==> src/rtl/spi_bridge_pkg.sv <==
// Shared types and default constants for the SPI-slave to word-bus bridge.
package spi_bridge_pkg;

    localparam int DEFAULT_WORD_SIZE   = 16;
    localparam int DEFAULT_SYNC_STAGES = 2;
    localparam int DEFAULT_STRETCH     = 4;

    // SPI mode 0: sck idles low, data sampled on the rising edge.
    localparam logic [1:0] SPI_MODE = 2'd0;
    localparam logic       SPI_CPOL = SPI_MODE[1];
    localparam logic       SPI_CPHA = SPI_MODE[0];

    typedef enum logic {
        IDLE,
        SHIFT
    } bridge_state_t;

endpackage

==> src/rtl/spi_word_bridge_if.sv <==
// Bundle of SPI pins plus the controller-side word buses.
// The bridge connects through 'slave'; the host/controller side uses 'master'.
interface spi_word_bridge_if
    import spi_bridge_pkg::*;
#(
    parameter int WORD_SIZE = DEFAULT_WORD_SIZE
);
    logic                 spi_sck;
    logic                 spi_cs_n;
    logic                 spi_mosi;
    logic                 spi_miso;
    logic                 rx_valid;
    logic [WORD_SIZE-1:0] rx_data;
    logic                 tx_valid;
    logic [WORD_SIZE-1:0] tx_data;
    logic                 tx_ready;
    logic [7:0]           abort_cnt;

    modport slave (
        input  spi_sck, spi_cs_n, spi_mosi, tx_valid, tx_data,
        output spi_miso, rx_valid, rx_data, tx_ready, abort_cnt
    );

    modport master (
        output spi_sck, spi_cs_n, spi_mosi, tx_valid, tx_data,
        input  spi_miso, rx_valid, rx_data, tx_ready, abort_cnt
    );
endinterface

==> src/rtl/spi_pin_sync.sv <==
// Multi-flop synchroniser for one asynchronous pin plus registered edge detection.
// Edges appear SYNC_STAGES+1 cycles after the pin changes; level_o is aligned with them.
module spi_pin_sync #(
    parameter int SYNC_STAGES = 2
) (
    input  logic clk,
    input  logic reset,
    input  logic pin_i,
    output logic level_o,
    output logic rise_o,
    output logic fall_o
);
    logic [SYNC_STAGES-1:0] sync_q;
    logic                   prev_q;
    logic                   rise_q;
    logic                   fall_q;
    logic                   sync_last;

    assign sync_last = sync_q[SYNC_STAGES-1];

    // Synchroniser chain, previous-value flop and registered edge flags.
    always_ff @(posedge clk) begin
        if (reset) begin
            // NOTE: everything resets low, so a pin already low when reset drops
            // produces no falling edge; chip select must be seen high again first.
            sync_q <= '0;
            prev_q <= 1'b0;
            rise_q <= 1'b0;
            fall_q <= 1'b0;
        end else begin
            sync_q[0] <= pin_i;
            for (int i = 1; i < SYNC_STAGES; i++) begin
                sync_q[i] <= sync_q[i-1];
            end
            prev_q <= sync_last;
            rise_q <= sync_last & ~prev_q;
            fall_q <= ~sync_last & prev_q;
        end
    end

    assign level_o = prev_q;
    assign rise_o  = rise_q;
    assign fall_o  = fall_q;
endmodule

==> src/rtl/spi_word_bridge.sv <==
// SPI mode-0 slave to word-bus bridge, single clock domain with oversampled pins.
// Optional feature: define SPI_BRIDGE_ABORT_CNT_EN to build the saturating
// aborted-word counter; otherwise abort_cnt reads as zero.
module spi_word_bridge
    import spi_bridge_pkg::*;
#(
    parameter int WORD_SIZE   = DEFAULT_WORD_SIZE,
    parameter int SYNC_STAGES = DEFAULT_SYNC_STAGES,
    parameter int STRETCH     = DEFAULT_STRETCH
) (
    input  logic             clk,
    input  logic             reset,
    spi_word_bridge_if.slave bus
);
    localparam int CNT_W = $clog2(WORD_SIZE);
    localparam int STR_W = $clog2(STRETCH + 1);
    localparam logic [CNT_W-1:0] LAST_BIT = CNT_W'(WORD_SIZE - 1);
    localparam logic [STR_W-1:0] STR_LOAD = STR_W'(STRETCH);

    logic sck_level, sck_rise, sck_fall;
    logic cs_level, cs_rise, cs_fall;
    logic mosi_level, mosi_rise, mosi_fall;
    logic txv_level, tx_rise, txv_fall;
    logic sync_unused;

    spi_pin_sync #(.SYNC_STAGES(SYNC_STAGES)) u_sync_sck (
        .clk(clk), .reset(reset), .pin_i(bus.spi_sck),
        .level_o(sck_level), .rise_o(sck_rise), .fall_o(sck_fall)
    );

    spi_pin_sync #(.SYNC_STAGES(SYNC_STAGES)) u_sync_cs (
        .clk(clk), .reset(reset), .pin_i(bus.spi_cs_n),
        .level_o(cs_level), .rise_o(cs_rise), .fall_o(cs_fall)
    );

    spi_pin_sync #(.SYNC_STAGES(SYNC_STAGES)) u_sync_mosi (
        .clk(clk), .reset(reset), .pin_i(bus.spi_mosi),
        .level_o(mosi_level), .rise_o(mosi_rise), .fall_o(mosi_fall)
    );

    // tx_valid is already in the clk domain; one stage gives the registered compare.
    spi_pin_sync #(.SYNC_STAGES(1)) u_edge_txv (
        .clk(clk), .reset(reset), .pin_i(bus.tx_valid),
        .level_o(txv_level), .rise_o(tx_rise), .fall_o(txv_fall)
    );

    // Synchroniser outputs this bridge does not consume.
    assign sync_unused = &{1'b0, sck_level, cs_level, mosi_rise, mosi_fall, txv_level, txv_fall};

    bridge_state_t        state_q, state_d;
    logic [CNT_W-1:0]     bit_cnt_q, bit_cnt_d;
    logic [WORD_SIZE-1:0] rx_shift_q, rx_shift_d;
    logic [WORD_SIZE-1:0] rx_data_q, rx_data_d;
    logic [STR_W-1:0]     rx_str_q, rx_str_d;
    logic [WORD_SIZE-1:0] tx_shift_q, tx_shift_d;
    logic [WORD_SIZE-1:0] tx_hold_q, tx_hold_d;
    logic                 tx_hold_full_q, tx_hold_full_d;
    logic [STR_W-1:0]     tx_str_q, tx_str_d;
    logic                 load_tx;

    // Next-state logic: frame FSM, shift registers, hold register and stretch counters.
    always_comb begin
        // NOTE: every _d gets a default first, so no branch can leave one
        // unassigned and infer a latch; combinational blocks use '=' only.
        state_d        = state_q;
        bit_cnt_d      = bit_cnt_q;
        rx_shift_d     = rx_shift_q;
        rx_data_d      = rx_data_q;
        tx_shift_d     = tx_shift_q;
        tx_hold_d      = tx_hold_q;
        tx_hold_full_d = tx_hold_full_q;
        rx_str_d       = (rx_str_q != '0) ? rx_str_q - STR_W'(1) : '0;
        tx_str_d       = (tx_str_q != '0) ? tx_str_q - STR_W'(1) : '0;
        load_tx        = 1'b0;

        case (state_q)
            IDLE: begin
                if (cs_fall) begin
                    state_d   = SHIFT;
                    bit_cnt_d = '0;
                    load_tx   = 1'b1;
                end
            end
            SHIFT: begin
                if (cs_rise) begin
                    // A partial word is simply dropped; rx_data keeps the last full word.
                    state_d   = IDLE;
                    bit_cnt_d = '0;
                end else if (sck_rise) begin
                    rx_shift_d = {rx_shift_q[WORD_SIZE-2:0], mosi_level};
                    if (bit_cnt_q == LAST_BIT) begin
                        rx_data_d = rx_shift_d;
                        bit_cnt_d = '0;
                        rx_str_d  = STR_LOAD;
                    end else begin
                        bit_cnt_d = bit_cnt_q + CNT_W'(1);
                    end
                end else if (sck_fall) begin
                    if (bit_cnt_q == '0) begin
                        load_tx = 1'b1;
                    end else begin
                        tx_shift_d = tx_shift_q << 1;
                    end
                end
            end
            default: state_d = IDLE;
        endcase

        // Hold-to-shift load uses the old hold value; a same-cycle capture below
        // then refills the hold register.
        if (load_tx) begin
            tx_shift_d     = tx_hold_full_q ? tx_hold_q : '0;
            tx_hold_full_d = 1'b0;
            tx_str_d       = STR_LOAD;
        end

        if (tx_rise) begin
            tx_hold_d      = bus.tx_data;
            tx_hold_full_d = 1'b1;
        end
    end

    // Register update with synchronous active-high reset.
    always_ff @(posedge clk) begin
        // NOTE: clocked blocks use '<=' only, so every flop samples pre-edge values.
        if (reset) begin
            state_q        <= IDLE;
            bit_cnt_q      <= '0;
            rx_shift_q     <= '0;
            rx_data_q      <= '0;
            rx_str_q       <= '0;
            tx_shift_q     <= '0;
            tx_hold_q      <= '0;
            tx_hold_full_q <= 1'b0;
            tx_str_q       <= '0;
        end else begin
            state_q        <= state_d;
            bit_cnt_q      <= bit_cnt_d;
            rx_shift_q     <= rx_shift_d;
            rx_data_q      <= rx_data_d;
            rx_str_q       <= rx_str_d;
            tx_shift_q     <= tx_shift_d;
            tx_hold_q      <= tx_hold_d;
            tx_hold_full_q <= tx_hold_full_d;
            tx_str_q       <= tx_str_d;
        end
    end

`ifdef SPI_BRIDGE_ABORT_CNT_EN
    logic       abort_inc;
    logic [7:0] abort_cnt_q, abort_cnt_d;

    assign abort_inc = (state_q == SHIFT) && cs_rise && (bit_cnt_q != '0);

    // Saturating count of words cut short by chip select rising.
    always_comb begin
        abort_cnt_d = abort_cnt_q;
        if (abort_inc && (abort_cnt_q != 8'hFF)) begin
            abort_cnt_d = abort_cnt_q + 8'd1;
        end
    end

    // Abort counter register; cleared only by reset.
    always_ff @(posedge clk) begin
        if (reset) begin
            abort_cnt_q <= 8'h00;
        end else begin
            abort_cnt_q <= abort_cnt_d;
        end
    end

    assign bus.abort_cnt = abort_cnt_q;
`else
    assign bus.abort_cnt = 8'h00;
`endif

    assign bus.rx_valid = (rx_str_q != '0);
    assign bus.rx_data  = rx_data_q;
    assign bus.tx_ready = (tx_str_q != '0);
    assign bus.spi_miso = (state_q == SHIFT) ? tx_shift_q[WORD_SIZE-1] : 1'b0;
endmodule

==> src/flat_wrapper.sv <==
// flat-port wrapper written by rule: the top's interface ports become plain ports
module spi_word_bridge_flat import spi_bridge_pkg::*;
#(
    parameter int WORD_SIZE   = DEFAULT_WORD_SIZE,
    parameter int SYNC_STAGES = DEFAULT_SYNC_STAGES,
    parameter int STRETCH     = DEFAULT_STRETCH
)
  (clk, reset, bus_spi_sck, bus_spi_cs_n, bus_spi_mosi, bus_tx_valid, bus_tx_data, bus_spi_miso, bus_rx_valid, bus_rx_data, bus_tx_ready, bus_abort_cnt);
  spi_word_bridge_if #(.WORD_SIZE(WORD_SIZE)) bus_i ();
  input  logic clk;
  input  logic reset;
  input wire logic [$bits(bus_i.spi_sck)-1:0] bus_spi_sck;
  input wire logic [$bits(bus_i.spi_cs_n)-1:0] bus_spi_cs_n;
  input wire logic [$bits(bus_i.spi_mosi)-1:0] bus_spi_mosi;
  input wire logic [$bits(bus_i.tx_valid)-1:0] bus_tx_valid;
  input wire logic [$bits(bus_i.tx_data)-1:0] bus_tx_data;
  output wire logic [$bits(bus_i.spi_miso)-1:0] bus_spi_miso;
  output wire logic [$bits(bus_i.rx_valid)-1:0] bus_rx_valid;
  output wire logic [$bits(bus_i.rx_data)-1:0] bus_rx_data;
  output wire logic [$bits(bus_i.tx_ready)-1:0] bus_tx_ready;
  output wire logic [$bits(bus_i.abort_cnt)-1:0] bus_abort_cnt;
  assign bus_i.spi_sck = bus_spi_sck;
  assign bus_i.spi_cs_n = bus_spi_cs_n;
  assign bus_i.spi_mosi = bus_spi_mosi;
  assign bus_i.tx_valid = bus_tx_valid;
  assign bus_i.tx_data = bus_tx_data;
  assign bus_spi_miso = bus_i.spi_miso;
  assign bus_rx_valid = bus_i.rx_valid;
  assign bus_rx_data = bus_i.rx_data;
  assign bus_tx_ready = bus_i.tx_ready;
  assign bus_abort_cnt = bus_i.abort_cnt;
  spi_word_bridge #(.WORD_SIZE(WORD_SIZE), .SYNC_STAGES(SYNC_STAGES), .STRETCH(STRETCH)) u_core (.clk(clk), .reset(reset), .bus(bus_i));
endmodule
==> config.mk <==
export PLATFORM = sky130hd
export DESIGN_NAME = spi_word_bridge_flat
export DESIGN_NICKNAME = d
export VERILOG_FILES = /design/src/rtl/spi_bridge_pkg.sv /design/src/rtl/spi_word_bridge_if.sv /design/src/rtl/spi_pin_sync.sv /design/src/rtl/spi_word_bridge.sv /design/src/flat_wrapper.sv
export SDC_FILE = /design/constraint.sdc
export NUM_CORES = 1
export LEC_CHECK = 0
export ABC_CLOCK_PERIOD_IN_PS = 3750
export CAP_MARGIN = 25
export CORE_UTILIZATION = 35
export DETAILED_ROUTE_END_ITERATION = 6
export GPL_TIMING_DRIVEN = 0
export PLACE_DENSITY = 0.66
export SETUP_SLACK_MARGIN = 0.3
export SYNTH_ARGS = -nofsm -noshare
export SYNTH_HDL_FRONTEND = slang
export SYNTH_SLANG_ARGS = --single-unit
export TNS_END_PERCENT = 5
==> constraint.sdc <==
create_clock -name clk -period 3.75 [get_ports clk]
set_input_delay 0.75 -clock clk [delete_from_list [all_inputs] [get_ports clk]]
set_output_delay 0.75 -clock clk [all_outputs]
set_load 0.01 [all_outputs]
run_1/placed.png
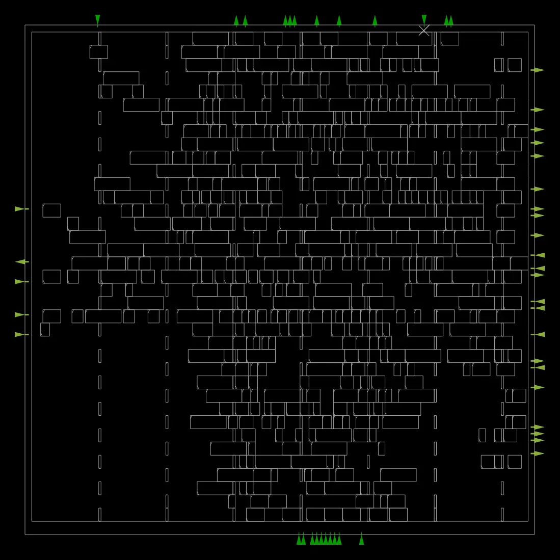
tally of non-filler cells in the final layout: 628
core area: 10300 µm²
registers: 91
Seq/total area: 0.406

run_1/m3.png
Bar = 20 µm.
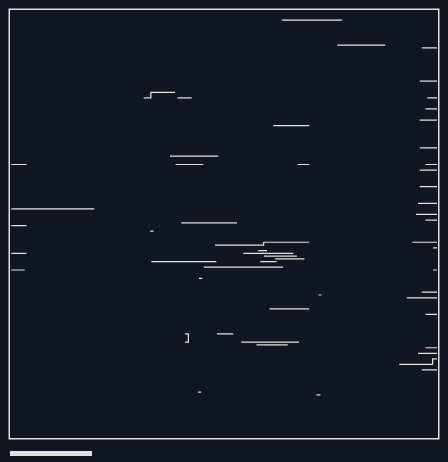
The layer holds 4.4% of the routed length. 44 nets have wire on it. The wires run mostly horizontal. The longest straight run is 20.0 µm. The layer carries 326 µm of wire.
vias: 3028
grt met3 use: 0.0262

run_1/m2.png
Cells faint in the background.
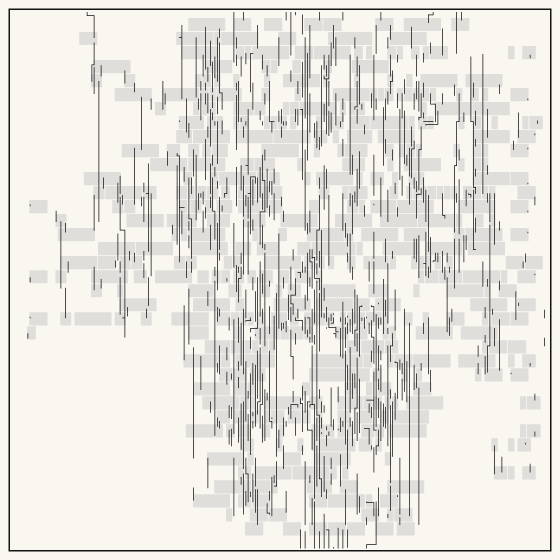
The wires run mostly vertical. The longest straight run is 37.4 µm. 411 nets have wire on it. The layer holds 44% of the routed length.

run_1/class_map.png
Fill, decap, tap and diode cells in grey.
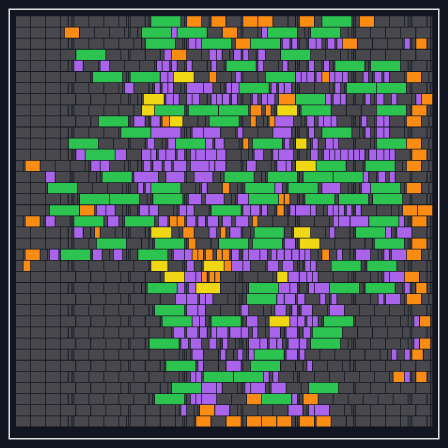
Key: green = sequential cells [cells 91, share of their area 42%]; purple = remaining logic cells [cells 307, share of their area 39%]; yellow = clock drivers and dummy loads [cells 16, share of their area 4.5%]; orange = remaining buffers and delay cells [cells 78, share of their area 14%]

==> changes_impl.md, run 1 <==
## Implementation

* DRT iter0 DRCs at 144
* Clock sinks at 91
* Number of logic gates at 297
* Final Hold Vio Count at 0
* Tapcells inserted at 136
* Most instantiated library cell after synthesis: nand2_1
* Cell Int Power at 0.00134 W
* DRC at 2
* Most used logic cell in the final layout: nand2_1
* Nets at 515
* R2r endpoint: u_core.tx_shift_q[1]$_SDFFE_PP0P_
* IO Count at 49
* Synthesis area per yosys at 3700 µm²
* Outcome: finished with violations
* Plain + repair buffers at 78
* Slowest-stage cell, CP: clkdlybuf4s50_1
* WHS Path Cells at 1
* Final Max Tran Viols at 0
* Initial cell density of the core at 0.360
* Violated checks: design-rule violations
* Dominant power group: sequential cells
* Total placed cells including tap cells at 612
* Routability Congestion at 0.796
* R2R Path Start: u_core.bit_cnt_q[0]$_SDFFE_PP0P_
* CP startpoint: u_core.tx_str_q[0]$_SDFF_PP0_
* Final setup margin at 1.26 ns
* CP Cell Sequence: inv_1 > ha_1 > nor2b_1 > inv_1 > clkdlybuf4s50_1
* Largest fanout on the critical path at 3
* Fin Setup TNS at 0 ns
* Worst IR drop on VDD at 0.182 mV
* R2r worst-path depth at 7
* Inverters at 10
* Top Layer Used: met4
* Leading cell kind: flip-flops and latches
* Post-synthesis register bit count at 91
* Seq power at 0.00101 W
* Top post-synthesis cells by area: dfxtp_1 49%, nand2_1 9.6%, a21oi_1 8.7%
* Xor/xnor share at 0
* Clock buffer count at 9
* Yosys adder share at 0.0203
* WHS Endpoint: u_core.u_edge_txv.rise_o$_SDFF_PP0_
* Sequential Power Share at 0.552
* Port Buffers at 39
==> run 2: changes to the inputs <==
--- a/config.mk
+++ b/config.mk
@@ -5,7 +5,7 @@
 export SDC_FILE = /design/constraint.sdc
 export NUM_CORES = 1
 export LEC_CHECK = 0
-export ABC_CLOCK_PERIOD_IN_PS = 3750
+export ABC_CLOCK_PERIOD_IN_PS = 2400
 export CAP_MARGIN = 25
 export CORE_UTILIZATION = 35
 export DETAILED_ROUTE_END_ITERATION = 6
==> constraint.sdc (replaced) <==
create_clock -name clk -period 2.4 [get_ports clk]
set_input_delay 0.48 -clock clk [delete_from_list [all_inputs] [get_ports clk]]
set_output_delay 0.48 -clock clk [all_outputs]
set_load 0.01 [all_outputs]
run_2/m2.png
Cells faint in the background.
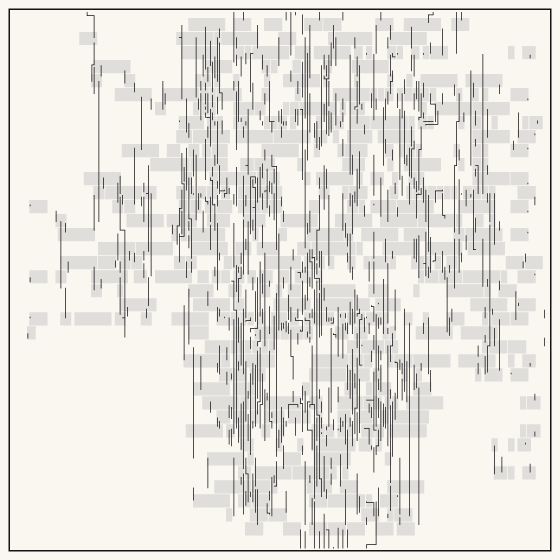
vias: 3024
final wirelength: 7420 µm
met2 usage: 0.224

==> run 2 against run 1 <==
The flow still finishes with violations (design-rule violations). Combinational power grew about 50%. Sequential share of layout area about the same. Sequential cell count is the same. Register-to-register slack got worse by 1.3 ns. Critical endpoint is now bus_rx_valid. Largest cell class unchanged.
==> changes_impl.md, run 2 <==
## Implementation

* Outcome: finished with violations
* Violated checks: design-rule violations
* Post-route ant nets at 0
* Final setup margin at 0.339 ns (-0.921 ns)
* Clock Power at 0.00101 W
* Crit path capture type: primary output
* Largest fanout on the critical path at 3 (unchanged)
* Switching share of power at 0.267
* Met3 WL at 315 µm
* WHS Path Cells at 1 (unchanged)
* Port Buffers at 39 (unchanged)
* Cell Area, Synth at 3700 µm²
* Latency at later pin at 0.37 ns
* CP startpoint: u_core.rx_str_q[0]$_SDFF_PP0_
* Tapcells inserted at 136 (unchanged)
* DRT iter0 DRCs at 148 (+2.8%)
* Top post-synthesis cells by area: dfxtp_1 49%, nand2_1 9.6%, a21oi_1 8.7%
* Clock-cell share at 0.0435
* R2r endpoint: u_core.tx_shift_q[1]$_SDFFE_PP0P_
* Worst IR drop on VDD at 0.284 mV (+56%)
* Seq power at 0.00157 W (+55%)
* GRT busiest layer: met2
* DRC at 2 (unchanged)
* CP Cell Sequence: nor2_2 > ha_1 > inv_1 > clkdlybuf4s50_1
* Synthesis area per yosys at 3700 µm² (unchanged)
* Global route overflow at 0
* First-pass GRT wire length at 12800 µm
* Cell Int Power at 0.00208 W (+56%)
* Standard-cell rows at 37
* Post-synthesis register bit count at 91 (unchanged)
* Routability Congestion at 0.796 (unchanged)
* Area leader share at 0.492
* Registers at 91 (unchanged)
* Tally of non-filler cells in the final layout at 628 (unchanged)
* Slowest-stage cell, CP: clkdlybuf4s50_1
* Grt met3 use at 0.0262 (unchanged)
* Leading cell kind: flip-flops and latches
* Commonest cells post-synth: 95 x nand2_1, 91 x dfxtp_1, 64 x a21oi_1
* Top Layer Used: met4
* Core area at 10300 µm² (unchanged)
* Flop area at 1820 µm²
* Yosys adder share at 0.0203 (unchanged)
* Total CTS buffers at 9
* Crit path buf inv count at 2
* Plain + repair buffers at 78 (unchanged)
* Detailed-router iteration count before antenna repair at 6
* Wl on met1 at 3680 µm
* R2r worst-path depth at 7 (unchanged)
* WHS Endpoint: u_core.u_edge_txv.rise_o$_SDFF_PP0_
* Leakage at 1.77 nW
* Arrival @ worst endpoint at 1.58 ns
* Most used logic cell in the final layout: nand2_1
* Fin Setup TNS at 0 ns (unchanged)
* Seq/total area at 0.407 (about the same)
* Final Max Tran Viols at 0 (unchanged)
* Final Hold Vio Count at 0 (unchanged)
* Clock sinks at 91 (unchanged)
* Wirelength per Cell at 11.8 µm
* Clock buffer count at 9 (unchanged)
* R2R Path Start: u_core.bit_cnt_q[0]$_SDFFE_PP0P_
* Total placed cells including tap cells at 612 (unchanged)
* Sequential Power Share at 0.554 (+0.002)
* Inverters at 10 (unchanged)
* Worst hold path class: reg2reg
* Most instantiated library cell after synthesis: nand2_1
* Nets at 515 (unchanged)
* MUX area fraction at 0.0490
* RSZ-0062 raised after global routing: true
* TritonCTS clock tree: yes
* Syn_area_per_cell at 8.60 µm²
* Power Combinational at 0.000255 W
* IO Count at 49 (unchanged)
* Xor/xnor share at 0 (unchanged)
* # setup viols final at 0
* Chip area at 11000 µm²
* Hold Crit Start: u_core.u_edge_txv.level_o$_SDFF_PP0_
* Initial cell density of the core at 0.360 (unchanged)
* Non-clk buf share at 0.133
* Dominant power group: sequential cells
* Number of logic gates at 297 (unchanged)
* Dpl ws at 0.571 ns
* Antenna cell count at 0
==> run 3: changes to the inputs <==
--- a/config.mk
+++ b/config.mk
@@ -8,6 +8,7 @@
 export ABC_CLOCK_PERIOD_IN_PS = 2400
 export CAP_MARGIN = 25
 export CORE_UTILIZATION = 35
+export CTS_CLUSTER_SIZE = 20
 export DETAILED_ROUTE_END_ITERATION = 6
 export GPL_TIMING_DRIVEN = 0
 export PLACE_DENSITY = 0.66
run_3/port_trees.png
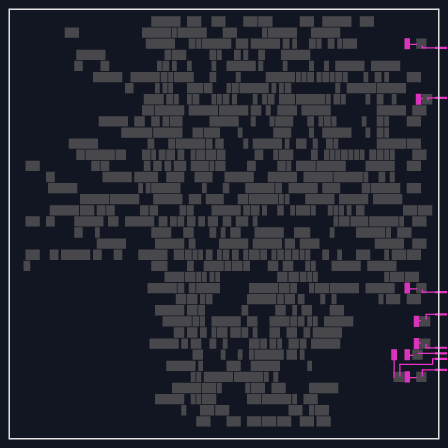
Key: magenta = bus_abort_cnt [bits 8, direction output, edge right, end cells 8, buffers 8, wire 54.1 µm]

==> run 3 against run 2 <==
The run still ends with design-rule violations left. First-iteration DRC count did not move. Sequential cell count did not move. Worst setup slack did not move. Non-clock buffer count did not move. Synthesized cell count did not move. Global-route usage did not move.
==> changes_impl.md, run 3 <==
## Implementation

* Outcome: finished with violations
* Violated checks: design-rule violations
* DRT iter0 DRCs at 148 (unchanged)
* Cell Area, Synth at 3700 µm² (unchanged)
* Post-route ant nets at 0 (unchanged)
* R2r worst-path depth at 7 (unchanged)
* Final Hold Vio Count at 0 (unchanged)
* Routability Congestion at 0.796 (unchanged)
* Synthesis area per yosys at 3700 µm² (unchanged)
* Crit path buf inv count at 2 (unchanged)
* Initial cell density of the core at 0.360 (unchanged)
* Post-synthesis register bit count at 91 (unchanged)
* Chip area at 11000 µm² (unchanged)
* Clock sinks at 91 (unchanged)
* Wl on met1 at 3680 µm (unchanged)
* CP startpoint: u_core.rx_str_q[0]$_SDFF_PP0_
* GRT busiest layer: met2
* Inverters at 10 (unchanged)
* First-pass GRT wire length at 12800 µm (unchanged)
* Flop area at 1820 µm² (unchanged)
* # setup viols final at 0 (unchanged)
* Wirelength per Cell at 11.8 µm (unchanged)
* Worst hold path class: reg2reg
* Port Buffers at 39 (unchanged)
* CP Cell Sequence: nor2_2 > ha_1 > inv_1 > clkdlybuf4s50_1
* Global route overflow at 0 (unchanged)
* Worst IR drop on VDD at 0.284 mV (unchanged)
* Standard-cell rows at 37 (unchanged)
* Power Combinational at 0.000255 W (about the same)
* DRC at 2 (unchanged)
* Dominant power group: sequential cells
* RSZ-0062 raised after global routing: true
* Antenna cell count at 0 (unchanged)
* Detailed-router iteration count before antenna repair at 6 (unchanged)
* Final wirelength at 7420 µm (unchanged)
* R2r endpoint: u_core.tx_shift_q[1]$_SDFFE_PP0P_
* Met2 usage at 0.224 (unchanged)
* Total placed cells including tap cells at 612 (unchanged)
* IO Count at 49 (unchanged)
* Final setup margin at 0.339 ns (unchanged)
* Registers at 91 (unchanged)
* WHS Path Cells at 1 (unchanged)
* Plain + repair buffers at 78 (unchanged)
* Largest fanout on the critical path at 3 (unchanged)
* Grt met3 use at 0.0262 (unchanged)
* Crit path max-delay family: buffers and inverters
* Leakage at 1.77 nW (unchanged)
* Seq power at 0.00157 W (about the same)
* Yosys adder share at 0.0203 (unchanged)
* Top post-synthesis cells by area: dfxtp_1 49%, nand2_1 9.6%, a21oi_1 8.7%
* Latency at later pin at 0.37 ns (about the same)
* R2R Path Start: u_core.bit_cnt_q[0]$_SDFFE_PP0P_
* Clock buffer count at 9 (unchanged)
* Top Layer Used: met4
* Nets at 515 (unchanged)
* Hold Crit Start: u_core.u_edge_txv.level_o$_SDFF_PP0_
* Syn_area_per_cell at 8.60 µm² (unchanged)
* Slowest-stage cell, CP: clkdlybuf4s50_1
* Core area at 10300 µm² (unchanged)
* Area leader share at 0.492 (unchanged)
* Arrival @ worst endpoint at 1.58 ns (about the same)
* TritonCTS clock tree: yes
* Xor/xnor share at 0 (unchanged)
* Tapcells inserted at 136 (unchanged)
* Seq/total area at 0.407 (unchanged)
* Fin Setup TNS at 0 ns (unchanged)
* Most used logic cell in the final layout: nand2_1
* Dpl ws at 0.571 ns (unchanged)
* MUX area fraction at 0.0490 (unchanged)
* Clock-cell share at 0.0435 (unchanged)
* Crit path capture type: primary output
Power and IR drop assume default switching activity.
